run_1/final_clocks.png
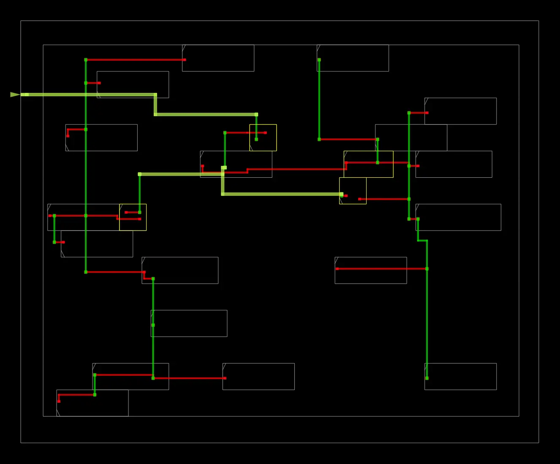
run_1/met1.png
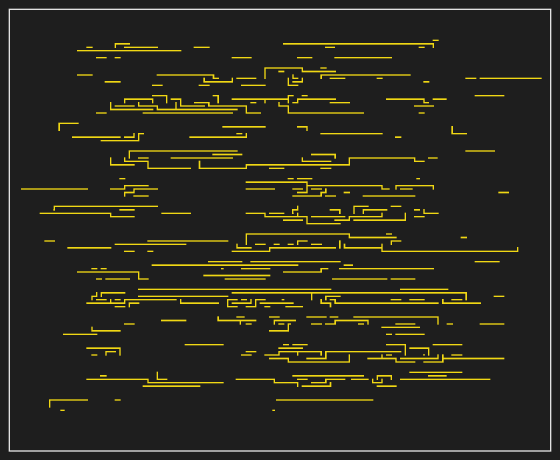
run_1/met3.png
Scale bar: 20 um.
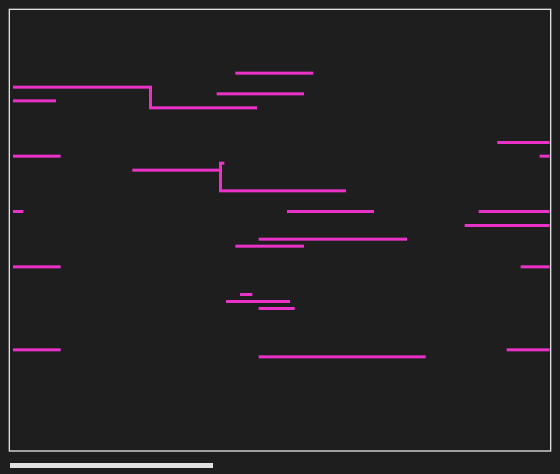
Design alu_result_serializer, sky130hd; sources not shown.
==> changes_impl.md, run 1 <==
## Implementation

- Final Hold Violation Tally: 0
- Final design utilization: 63.7%
- Yosys synthesis warning count: 0
- Largest class: logic gates
- Non-clk bufs: 27
- FF+latch area: 369 um^2
- Worst Hold Class: reg2reg
- Initial antenna violation count: 0
- Final non-clock buffer share: 21.8%
- Post-synth seq share: 42.5%
- Max-cap violations: 0
- Placed Area: 1100 um^2
- TritonRoute pass-1 iters: 4
- WHS: 0.275 ns
- # rows: 14
- Tapcell Cnt: 24
- Fraction of area in registers: 31.2%
- Ratio of final minimum period to clock period: 96.6%
- Area leader, netlist: dfxtp_1
- Log Warnings: 26
- Peak VDD IR: 0.674 mV
- Yosys simple share: 40.6%
- Top Layer Used: met3
- AND-OR/OR-AND share of the synthesized area: 7.23%
- DRT antenna net count: 0
- Worst Reg2Reg Path Length in Cells: 9
- Mapped Area: 848 um^2
- Worst-Margin Slew: 0.267 ns
- Insertion Delay late pin: 0.30 ns
- Area reported by Yosys stat: 848 um^2
- Synth Net Count: 129
- CP peak stage delay: 0.49 ns
- Setup WS post-layout: 0.0541 ns
- Met2 usage: 31.0%
- Nonclk inv count: 12
- Setup tns final: 0 ns
- Comb/total area: 37.4%
- IO Pins: 17
- ANT cells: 0
- Syn Inst Count: 117
- Max FFs per register: 8
- #FFs+latches synth: 18
- Tot Pwr: 0.000956 W
- Slew headroom: 82.1%
- PwrDens: 807 nW/um^2
- Critical path type: reg2out
- WL per Instance: 11.2 um
- Yosys cell count: 117
- Share of cells above drive strength 1: 25.7%
- Remaining routing DRC violations: 0
- Multi-input gates: 83
- Syn Area/Cell: 7.25 um^2
- Logic family by area: simple AND/OR/NAND/NOR gates
- Number of global-route vias before repair: 773
- Main flop type: dfxtp_1
- Clk_buf instances: 4
- Status: finished clean
- Final net count: 157
- Core area: 1860 um^2
- First-pass GRT wire length: 3150 um
- Clock sinks: 18
- RSZ-0062 raised after global routing: false
- Crit Path Max Fanout: 1
- Clock network area share: 3.07%
- Die X-Extent: 53.1 um
- CP bufs+invs: 1
- Flop count: 18
- Final non-filler cell total: 168
- Number of gates resized after CTS: 5
- Biggest area cells: dfxtp_1 (42%), nand2_1 (18%), a31oi_1 (4.4%)
- CP max stage cell: clkdlybuf4s50_1
-- final_clocks.png (at the start) --
CTS buffer count: 3
Clock group: 0.000283 W

-- met1.png (at the start) --
main direction: horizontal
nets with wire on the layer: 137
wire length on this layer: 854 um
grt met1 use: 23.9%
Vias: 834
Routed WL: 1890 um

-- met3.png (at the start) --
wire length on this layer: 165 um
share of all routed wire: 8.7%
routing usage on met3: 6.34%

run 1: cells in the mapped netlist (2+ instances only):
cell      number
nor2_1         9
a31oi_1        6
nand2_2        3
nor3_1         2
nor2_4         2
nand3_1        6
inv_1          9
buf_4          2
nor2_2         3
a21oi_1        2
nand4_1        2
clkbuf_1       2
nand2_1       41
inv_2          2
dfxtp_1       18
run 1: worst reg2reg max path: stages (launching register included):
cell	delay, ns
dfxtp_2	0.35
ha_4	0.25
inv_1	0.03
nand3_1	0.06
nand3_1	0.11
nor2_1	0.12
nand2_1	0.07
nor2_2	0.09
nand2_2	0.06
nor2_2	0.07
run 1: report_power, final:
part	switching, W	internal, W	total [W]
logic	0.0000918	0.0000956	0.000187
registers	0.0000130	0.000472	0.000485
clock network	0.000144	0.000139	0.000283
==> run 2: changes to the inputs <==
--- a/config.mk
+++ b/config.mk
@@ -6,6 +6,7 @@
 export NUM_CORES = 1
 export LEC_CHECK = 0
 export ABC_AREA = 1
+export CAP_MARGIN = 40
 export CORE_ASPECT_RATIO = 0.8
 export CORE_MARGIN = 2
 export CORE_UTILIZATION = 44
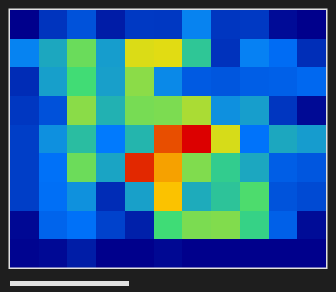
run_2/wire_density.png
Scale bar: 20 um. 11 x 9 tiles, from dark blue (low) to red (high), scaled to the fullest tile. Values are wire area over tile area, all layers added.
densest ninth of the die: center
fullest tile: 0.46
tiles over half the peak: 21%
nearly empty tiles: 13%
emptiest ninth of the die: lower left
mean over tiles: 0.13
WL per Instance: 11.2 um
total track usage: 18.9%

==> run 2 against run 1 <==
Net effect:
- synthesized area stayed put
- clock power hardly changed
- sequential share of layout area stayed put
- count of clock-buffer cells in the layout stayed put
- critical path depth stayed put
- first-iteration DRC count stayed put
- wire length stayed put
- highest routed layer unchanged
==> changes_impl.md, run 2 <==
## Implementation

- Number of gates resized after CTS: 5
- CP bufs+invs: 1
- Vias: 834
- Die X-Extent: 53.1 um
- Log Warnings: 26
- Yosys cell count: 117
- ANT cells: 0
- Ys async rst share: 0%
- CP peak stage delay: 0.49 ns
- Biggest area cells: dfxtp_1 (42%), nand2_1 (18%), a31oi_1 (4.4%)
- Ratio of final minimum period to clock period: 96.6%
- DRT antenna net count: 0
- Met2 usage: 31.0%
- Clock sinks: 18
- CP max stage cell: clkdlybuf4s50_1
- Comb power frac: 19.6%
- Main flop type: dfxtp_1
- Routing usage on met3: 6.34%
- Initial antenna violation count: 0
- Syn Inst Count: 117
- Max FFs per register: 8
- Remaining routing DRC violations: 0
- Die Y: 43.3 um
- Number of global-route vias before repair: 773
- Fin. max-slew vios: 0
- WHS: 0.275 ns
- Flop pwr share: 50.8%
- Share of cells above drive strength 1: 25.7%
- RSZ-0062 raised after global routing: false
- Top Consumer: sequential cells
- PwrDens: 807 nW/um^2
- Port bufs: 16
- Area leader, netlist: dfxtp_1
- Fin crit period: 1.55 ns
- Combinational Power: 0.000187 W
- # rows: 14
- IO Pins: 17
- Tally of filler cells in the layout: 176
- Clk network pwr share: 29.6%
- Final Hold Violation Tally: 0
- F_max: 0.647 GHz
- Sequential power: 0.000485 W
- Syn Area/Cell: 7.25 um^2
- Setup tns final: 0 ns
- Peak VDD IR: 0.674 mV
- Max-cap violations: 0
- Slew headroom: 82.1%
- Mapped Area: 848 um^2
- M1 WL: 854 um
- Core area: 1860 um^2
- Crit Path Max Fanout: 1
- Worst Hold Class: reg2reg
- CTS buffer count: 3
- Final net count: 157
- #FFs+latches synth: 18
- TritonRoute pass-1 iters: 4
- Switch Pwr: 0.000249 W
- Critical path type: reg2out
- Final design utilization: 63.7%
- Worst-path cell chain: clkdlybuf4s50_1
- Metal2 WL: 871 um
- Synth Net Count: 129
- Routed WL: 1890 um
- R2r setup slk: 0.14 ns
- Post-synth top cells: nand2_1 (41), dfxtp_1 (18), inv_1 (9), nor2_1 (9)
- Post-CTS Setup Repair Bufs: 3
- Top Layer Used: met3
- Most frequent logic cell in the layout: nand2_1
- Sw frac: 26.0%
- Clock group: 0.000283 W
- Pint: 0.000707 W
- DRT iter0 DRCs: 8
- Worst Reg2Reg Path Length in Cells: 9
- Area reported by Yosys stat: 848 um^2
- Post-synth seq share: 42.5%
- Grt met1 use: 23.9%
- Insertion Delay late pin: 0.30 ns
- Worst-Margin Slew: 0.267 ns
- First-pass GRT wire length: 3150 um
- Largest type area fraction: 42.5%
- Yosys synthesis warning count: 0
- Status: finished clean
- Cell with the most instances after synthesis: nand2_1
-- run 2: stage by stage --
step                setup slack, ns  area, um^2  power [W]  cells
floorplan                     0.127         848   0.000588    117
global placement            -0.0772        1100   0.000669    162
detailed placement           -0.110        1100   0.000673    162
CTS                          0.0275        1160   0.000966    169
global route                0.00215        1180    0.00101    168
finish                       0.0541        1180   0.000956    168
-- run 2: area by class of cell --
class	instances	area (um^2)	area share (%)
repair buffers	27	258	21.8
multi-input cells	83	443	37.4
well taps	24	30.0	2.54
clock buffers	4	36.3	3.07
inverters	12	47.5	4.02
flip-flops and latches	18	369	31.2
-- run 2: cell families after synthesis --
logic type | after synthesis | share of synthesized area, %
simple gates | 72 | 40.6
flops | 18 | 42.5
buf+inv | 16 | 8.26
compound gates | 10 | 7.23
fa+ha+maj | 1 | 1.47
Power and IR drop assume default switching activity.
